[src/rtl/simd_pkg.sv]
// Shared definitions for the SIMD pixel execution pipe: opcode width and per-lane opcode encodings.
package simd_pkg;

  localparam int BITS_ALUOP = 4;

  localparam logic [BITS_ALUOP-1:0] OP_ADD     = 4'd0;
  localparam logic [BITS_ALUOP-1:0] OP_ADDS    = 4'd1;
  localparam logic [BITS_ALUOP-1:0] OP_SUB     = 4'd2;
  localparam logic [BITS_ALUOP-1:0] OP_SUBS    = 4'd3;
  localparam logic [BITS_ALUOP-1:0] OP_AND     = 4'd4;
  localparam logic [BITS_ALUOP-1:0] OP_OR      = 4'd5;
  localparam logic [BITS_ALUOP-1:0] OP_XOR     = 4'd6;
  localparam logic [BITS_ALUOP-1:0] OP_NOT     = 4'd7;
  localparam logic [BITS_ALUOP-1:0] OP_SHL     = 4'd8;
  localparam logic [BITS_ALUOP-1:0] OP_SHR     = 4'd9;
  localparam logic [BITS_ALUOP-1:0] OP_MIN     = 4'd10;
  localparam logic [BITS_ALUOP-1:0] OP_MAX     = 4'd11;
  localparam logic [BITS_ALUOP-1:0] OP_AVG     = 4'd12;
  localparam logic [BITS_ALUOP-1:0] OP_ABSDIFF = 4'd13;
  localparam logic [BITS_ALUOP-1:0] OP_PASSA   = 4'd14;
  localparam logic [BITS_ALUOP-1:0] OP_PASSB   = 4'd15;

endpackage

[src/rtl/simd_execution_pipe_if.sv]
// Operand/result handshake bundle between operand fetch, the SIMD execution pipe and writeback.
interface simd_execution_pipe_if #(
  parameter int LANES      = 8,
  parameter int BITS_PIXEL = 8
);
  import simd_pkg::*;

  localparam int BITS_ARRAY = LANES * BITS_PIXEL;

  logic                    in_valid;
  logic                    in_ready;
  logic [BITS_ALUOP-1:0]   aluOP;
  logic [BITS_ARRAY-1:0]   arrayA;
  logic [BITS_ARRAY-1:0]   arrayB;
  logic                    out_valid;
  logic                    out_ready;
  logic [BITS_ARRAY-1:0]   executionResult;
  logic [LANES-1:0]        sat_lanes;
  logic [LANES-1:0]        sat_sticky;
  logic                    clr_sticky;
  logic [15:0]             beat_count;

  modport master (
    output in_valid, aluOP, arrayA, arrayB, out_ready, clr_sticky,
    input  in_ready, out_valid, executionResult, sat_lanes, sat_sticky, beat_count
  );

  modport slave (
    input  in_valid, aluOP, arrayA, arrayB, out_ready, clr_sticky,
    output in_ready, out_valid, executionResult, sat_lanes, sat_sticky, beat_count
  );

endinterface

[src/rtl/simd_lane_alu.sv]
// Combinational single-lane pixel ALU: one unsigned pixel result plus a saturation flag.
module simd_lane_alu
  import simd_pkg::*;
#(
  parameter int BITS_PIXEL = 8
) (
  input  logic [BITS_ALUOP-1:0]  aluOP,
  input  logic [BITS_PIXEL-1:0]  a,
  input  logic [BITS_PIXEL-1:0]  b,
  output logic [BITS_PIXEL-1:0]  result,
  output logic                   sat
);

  localparam int N = BITS_PIXEL;
  localparam logic [N-1:0] MAXV = '1;
  localparam logic [N-1:0] NMOD = N'(N);

  // Saturating helpers return {sat, value}.
  function automatic logic [N:0] sat_add(input logic [N-1:0] x, input logic [N-1:0] y);
    logic [N:0] s;
    s = {1'b0, x} + {1'b0, y};
    return s[N] ? {1'b1, MAXV} : s;
  endfunction

  function automatic logic [N:0] sat_sub(input logic [N-1:0] x, input logic [N-1:0] y);
    return (y > x) ? {1'b1, {N{1'b0}}} : {1'b0, x - y};
  endfunction

  logic [N:0]   adds;
  logic [N:0]   subs;
  logic [N-1:0] shamt;
  logic [N-1:0] avg;
  logic [N-1:0] absd;

  always_comb begin
    adds   = sat_add(a, b);
    subs   = sat_sub(a, b);
    shamt  = b % NMOD;
    // (a+b+1)>>1 without needing an N+1 bit intermediate
    avg    = (a >> 1) + (b >> 1) + {{(N-1){1'b0}}, a[0] | b[0]};
    absd   = (a >= b) ? (a - b) : (b - a);
    result = a;
    sat    = 1'b0;
    case (aluOP)
      OP_ADD:     result = a + b;
      OP_ADDS:    begin result = adds[N-1:0]; sat = adds[N]; end
      OP_SUB:     result = a - b;
      OP_SUBS:    begin result = subs[N-1:0]; sat = subs[N]; end
      OP_AND:     result = a & b;
      OP_OR:      result = a | b;
      OP_XOR:     result = a ^ b;
      OP_NOT:     result = ~a;
      OP_SHL:     result = a << shamt;
      OP_SHR:     result = a >> shamt;
      OP_MIN:     result = (a < b) ? a : b;
      OP_MAX:     result = (a > b) ? a : b;
      OP_AVG:     result = avg;
      OP_ABSDIFF: result = absd;
      OP_PASSA:   result = a;
      OP_PASSB:   result = b;
      default:    result = a;
    endcase
  end

endmodule

[src/rtl/simd_execution_pipe.sv]
// Two-stage valid/ready SIMD pixel execution pipe with sticky per-lane saturation status and beat counter.
module simd_execution_pipe
  import simd_pkg::*;
#(
  parameter int BITS_PIXEL = 8,
  parameter int LANES      = 8
) (
  input  logic                   clk,
  input  logic                   rst,
  simd_execution_pipe_if.slave   bus
);

  localparam int BITS_ARRAY = LANES * BITS_PIXEL;

  logic                    vld_p1_q;
  logic [BITS_ALUOP-1:0]   op_p1_q;
  logic [BITS_ARRAY-1:0]   a_p1_q;
  logic [BITS_ARRAY-1:0]   b_p1_q;
  logic                    vld_p2_q;
  logic [BITS_ARRAY-1:0]   res_p2_q;
  logic [LANES-1:0]        sat_p2_q;
  logic [LANES-1:0]        sticky_q, sticky_d;
  logic [15:0]             count_q, count_d;

  logic                    s1_adv, s2_adv, out_xfer;
  logic [BITS_ARRAY-1:0]   res_d;
  logic [LANES-1:0]        sat_d;

  // No skid buffer: ready ripples straight back from out_ready.
  assign s2_adv   = !vld_p2_q || bus.out_ready;
  assign s1_adv   = !vld_p1_q || s2_adv;
  assign out_xfer = vld_p2_q && bus.out_ready;

  assign bus.in_ready        = s1_adv;
  assign bus.out_valid       = vld_p2_q;
  assign bus.executionResult = res_p2_q;
  assign bus.sat_lanes       = sat_p2_q;
  assign bus.sat_sticky      = sticky_q;
  assign bus.beat_count      = count_q;

  // ---- Stage 1: operand capture ----
  always_ff @(posedge clk or posedge rst) begin
    if (rst)         vld_p1_q <= 1'b0;
    else if (s1_adv) vld_p1_q <= bus.in_valid;
  end

  always_ff @(posedge clk) begin
    if (s1_adv && bus.in_valid) begin
      op_p1_q <= bus.aluOP;
      a_p1_q  <= bus.arrayA;
      b_p1_q  <= bus.arrayB;
    end
  end

  for (genvar g = 0; g < LANES; g++) begin : g_lane
    simd_lane_alu #(.BITS_PIXEL(BITS_PIXEL)) u_alu (
      .aluOP  (op_p1_q),
      .a      (a_p1_q[g*BITS_PIXEL +: BITS_PIXEL]),
      .b      (b_p1_q[g*BITS_PIXEL +: BITS_PIXEL]),
      .result (res_d[g*BITS_PIXEL +: BITS_PIXEL]),
      .sat    (sat_d[g])
    );
  end

  // ---- Stage 2: lane results ----
  always_ff @(posedge clk or posedge rst) begin
    if (rst) begin
      vld_p2_q <= 1'b0;
      res_p2_q <= '0;
      sat_p2_q <= '0;
    end else if (s2_adv) begin
      vld_p2_q <= vld_p1_q;
      if (vld_p1_q) begin
        res_p2_q <= res_d;
        sat_p2_q <= sat_d;
      end
    end
  end

  // Clear takes effect before the OR so a same-cycle transfer survives the clear.
  always_comb begin
    sticky_d = bus.clr_sticky ? '0 : sticky_q;
    if (out_xfer) sticky_d = sticky_d | sat_p2_q;
    count_d = out_xfer ? count_q + 16'd1 : count_q;
  end

  always_ff @(posedge clk or posedge rst) begin
    if (rst) begin
      sticky_q <= '0;
      count_q  <= '0;
    end else begin
      sticky_q <= sticky_d;
      count_q  <= count_d;
    end
  end

endmodule

[src/flat_wrapper.sv]
// flat-port wrapper written by rule: the top's interface ports become plain ports
module simd_execution_pipe_flat import simd_pkg::*;
#(
  parameter int BITS_PIXEL = 8,
  parameter int LANES      = 8
)
  (clk, rst, bus_in_valid, bus_aluOP, bus_arrayA, bus_arrayB, bus_out_ready, bus_clr_sticky, bus_in_ready, bus_out_valid, bus_executionResult, bus_sat_lanes, bus_sat_sticky, bus_beat_count);
  simd_execution_pipe_if #(.LANES(LANES), .BITS_PIXEL(BITS_PIXEL)) bus_i ();
  input  logic clk;
  input  logic rst;
  input wire logic [$bits(bus_i.in_valid)-1:0] bus_in_valid;
  input wire logic [$bits(bus_i.aluOP)-1:0] bus_aluOP;
  input wire logic [$bits(bus_i.arrayA)-1:0] bus_arrayA;
  input wire logic [$bits(bus_i.arrayB)-1:0] bus_arrayB;
  input wire logic [$bits(bus_i.out_ready)-1:0] bus_out_ready;
  input wire logic [$bits(bus_i.clr_sticky)-1:0] bus_clr_sticky;
  output wire logic [$bits(bus_i.in_ready)-1:0] bus_in_ready;
  output wire logic [$bits(bus_i.out_valid)-1:0] bus_out_valid;
  output wire logic [$bits(bus_i.executionResult)-1:0] bus_executionResult;
  output wire logic [$bits(bus_i.sat_lanes)-1:0] bus_sat_lanes;
  output wire logic [$bits(bus_i.sat_sticky)-1:0] bus_sat_sticky;
  output wire logic [$bits(bus_i.beat_count)-1:0] bus_beat_count;
  assign bus_i.in_valid = bus_in_valid;
  assign bus_i.aluOP = bus_aluOP;
  assign bus_i.arrayA = bus_arrayA;
  assign bus_i.arrayB = bus_arrayB;
  assign bus_i.out_ready = bus_out_ready;
  assign bus_i.clr_sticky = bus_clr_sticky;
  assign bus_in_ready = bus_i.in_ready;
  assign bus_out_valid = bus_i.out_valid;
  assign bus_executionResult = bus_i.executionResult;
  assign bus_sat_lanes = bus_i.sat_lanes;
  assign bus_sat_sticky = bus_i.sat_sticky;
  assign bus_beat_count = bus_i.beat_count;
  simd_execution_pipe #(.BITS_PIXEL(BITS_PIXEL), .LANES(LANES)) u_core (.clk(clk), .rst(rst), .bus(bus_i));
endmodule
[config.mk]
export PLATFORM = sky130hd
export DESIGN_NAME = simd_execution_pipe_flat
export DESIGN_NICKNAME = d
export VERILOG_FILES = /design/src/rtl/simd_pkg.sv /design/src/rtl/simd_execution_pipe_if.sv /design/src/rtl/simd_lane_alu.sv /design/src/rtl/simd_execution_pipe.sv /design/src/flat_wrapper.sv
export SDC_FILE = /design/constraint.sdc
export NUM_CORES = 1
export LEC_CHECK = 0
export CORE_MARGIN = 3
export CORE_UTILIZATION = 40
export CTS_BUF_LIST = sky130_fd_sc_hd__clkbuf_8 sky130_fd_sc_hd__clkbuf_16
export DETAILED_ROUTE_END_ITERATION = 7
export HOLD_SLACK_MARGIN = 0.06
export PLACE_DENSITY_LB_ADDON = 0.12
export SETUP_SLACK_MARGIN = 0.1
export SLEW_MARGIN = 25
export SYNTH_ARGS = -nofsm -noshare
export SYNTH_HDL_FRONTEND = slang
export SYNTH_HIERARCHICAL = 1
export SYNTH_SLANG_ARGS = --single-unit
[constraint.sdc]
create_clock -name clk -period 5.75 [get_ports clk]
set_input_delay 0.8625 -clock clk [delete_from_list [all_inputs] [get_ports clk]]
set_output_delay 0.8625 -clock clk [all_outputs]
set_load 0.03 [all_outputs]
==> results.cfg <==
; yosys + openroad results
[status]
status = completed

[detailed_routing]
routed-wl-met3_mm = 9.53
route.detailed.drc = 0
routed-wl-met2_mm = 56.2

[logic_synthesis]
ys_cells = 3859
yosys_area_um2 = 32700
compound_area_frac = 0.243
mux_share = 0.136
netlist.area_leader.share = 0.121
most_common_cell = nor2_1

[power_and_ir_drop]
finalPower_uw = 8340
p_clk_frac = 0.248
seq_power_share = 0.279

[timing]
finalClockSkew_ns = 0.0259
setup_viol_count_final = 0
rsz0062_at_grt = no

[global_route]
overflow = 0
grt_max_degree = 107
met2_usage = 0.444
grt_busiest_layer = met2

[clock_tree]
root_buffer = clkbuf_16
path_clk_slew_ns = 0.06
insertion_delay_ns = 0.56
clock_path_buffers = 3

[cells_and_area]
drive_above_1_share = 0.0923
area_delta_synth_final_pct = 11.6

[place]
dp_hpwl_mm = 90.1
io_buffers = 234

[critical_path]
slowest_stage = edfxtp_1
critPathMaxFanout = 17
slowest_delay_ns = 0.82
cp_cell_sequence = clkinv_1 > ha_1 > fa_1 > fa_1 > nor2_1 > a21oi_1 > o311ai_0 > a2111oi_0 > o211a_1 > a21oi_1 > mux2_2
cp.arrival_ns = 4.72
crit_path_end_kind = register

[worst_hold_path]
hold-path-cell-count = 1

[die]
chipArea_um2 = 85100

[job]
drv_cap = 0
==> power by group through the flow <==
stage	registers [uW]	clock network [uW]	logic (uW)
after floorplan	2590	0	2370
after global placement	2350	0	3910
after detailed placement	2350	0	3880
after CTS	2320	2160	3890
after global routing	2360	2230	4210
final	2320	2060	3950
==> layout make-up <==
| type | instances | area, um^2 | share of cell area |
|---|---|---|---|
| Clock buffer | 39 | 953 | 0.0261 |
| Clock inverter | 23 | 138 | 0.00377 |
| Sequential cell | 230 | 6420 | 0.176 |
| Multi-Input combinational cell | 3118 | 23900 | 0.655 |
| Inverter | 252 | 952 | 0.0261 |
| Timing Repair Buffer | 282 | 2790 | 0.0764 |
| Antenna cell | 3 | 7.51 | 0.000206 |
| Tap cell | 1060 | 1330 | 0.0364 |
==> path summary, 6_finish.rpt <==
kind | startpoint | end | slack [ns]
worst max-delay path | u_core/b_p1_q[32] | u_core/bus.executionResult[33] | 1.46
worst min-delay path | u_core/bus.beat_count[15] | u_core/bus.beat_count[15] | 0.48
worst max register to register | u_core/b_p1_q[32] | u_core/bus.executionResult[33] | 1.46
worst min register to register | u_core/bus.beat_count[15] | u_core/bus.beat_count[15] | 0.48
max in group asynchronous | rst | u_core/bus.executionResult[6] | 3.91
min in group asynchronous | rst | u_core/bus.executionResult[36] | 0.84
==> state kept, by name (all words and copies together) (netlist names) <==
signal / count
u_core/a_p1_q: 64
u_core/b_p1_q: 64
u_core/bus.beat_count: 16
u_core/bus.executionResult: 64
u_core/bus.out_valid: 1
u_core/bus.sat_lanes: 8
u_core/bus.sat_sticky: 8
u_core/op_p1_q: 4
u_core/vld_p1_q: 1
==> metrics by stage <==
stage | instance area (um^2) | hold WS, ns | setup WS (ns) | std cells
global route | 36500 | 0.500 | 1.33 | 5006
detailed placement | 35400 | 0.471 | 1.64 | 4941
CTS | 36400 | 0.478 | 1.58 | 5003
finish | 36500 | 0.481 | 1.46 | 5007
floorplan | 32700 | 0.514 | 0.972 | 3859
global placement | 35400 | 0.467 | 1.62 | 4941
==> worst max-delay path: cells and delay by family, from the launching register on <==
family	cells	cell delay (ns)
muxes	1	0.26
DFF	1	0.82
buffers and inverters	1	0.47
AOI/OAI and AO/OA	5	1.29
adders and majority gates	3	1.27
and+or+nand+nor	1	0.04
==> layout by cell type (no fill, tap or decap), types with 32 or more instances in the layout <==
cell type / n
nand3_1: 141
a211o_1: 32
nor2_1: 290
mux4_2: 60
inv_1: 245
clkbuf_16: 37
a211oi_1: 49
o31ai_1: 35
a21oi_1: 272
ha_1: 265
o211ai_1: 62
edfxtp_1: 132
nor3_1: 88
buf_4: 41
a31oi_1: 52
o21bai_1: 47
clkdlybuf4s50_1: 234
nand2b_1: 65
xnor2_1: 128
mux2i_1: 202
dfrtp_1: 98
o21ai_0: 151
mux2_2: 84
o22ai_1: 34
nand2_1: 246
a22oi_1: 44
nor2b_1: 73
fa_1: 40
==> cells by family (layout without fill, tap and decap cells) <==
family          Yosys count  after routing
buf+inv                 511            596
compound gates         1132           1132
simple gates           1178           1178
flops                   230            230
mux                     357            357
other cells               0              3
fa+ha+maj               305            305
xor+xnor                146            146
Routed metal per tile:
29 x 29 tiles, from black (low) to pale yellow (high), scaled to the fullest tile. Values are wire area over tile area, all layers added.
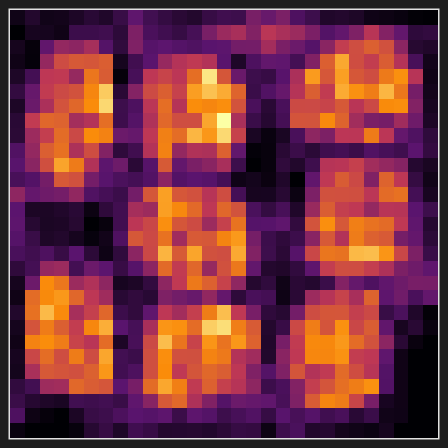
emptiest ninth of the die: middle left
fullest tile: 0.64
nearly empty tiles: 3.6%
mean over tiles: 0.23
tiles over half the peak: 34%

Placed cells, one color a class:
Bar = 100 um. Fill, decap, tap and diode cells in gray.
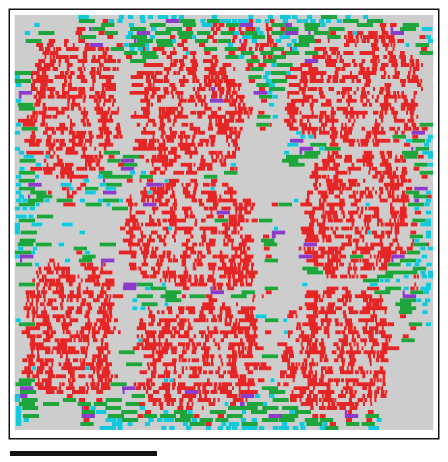
[other buffers and delay cells] cyan | cells: 282
[combinational and other logic] red | cells: 3,370
[clock drivers and dummy loads] purple | cells: 62
[flops] green | cells: 230
final core utilization: 0.452
Seq area share: 0.176
core box area: 80,700 um^2

Routed metal, one color a layer:
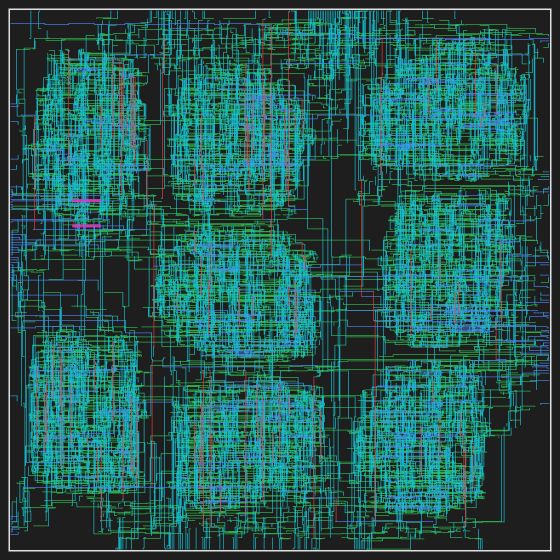
[metal 2] cyan | wire length: 56.2 mm
[metal 3] blue | wire length: 9,530 um
[metal 1] green | wire length: 52.5 mm
[metal 5] magenta | wire length: 27.6 um
[metal 4] red | wire length: 3,500 um
average wire per standard cell: 24.3 um
Tot GR Track Use: 0.272
vias: 31,800
Post-Route WL: 122 mm

The metal 1 layer:
Supply wires on this layer in gray.
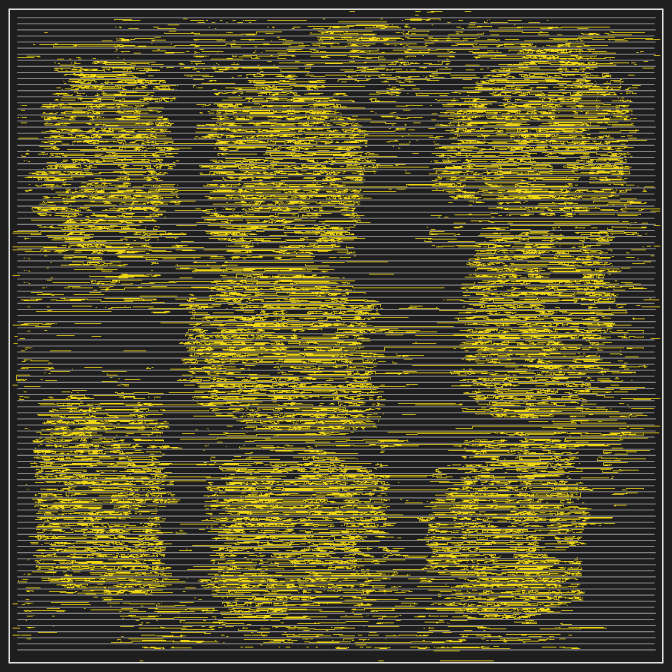
longest straight run: 95.7 um
nets with wire on the layer: 3,916
share of all routed wire: 43%
wire length on this layer: 52.5 mm
grt met1 use: 0.374

Placed standard cells:
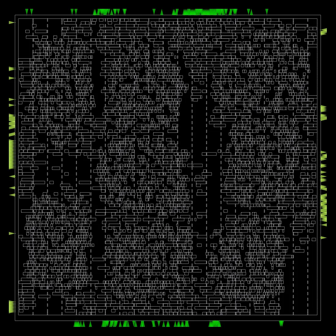
flop count: 230
Cell Rows: 104
Non-Filler Instances: 5,007
n_taps: 1,060
Fill cells: 7,935

Power figures rest on the tool's default switching activity, not on a simulated workload.
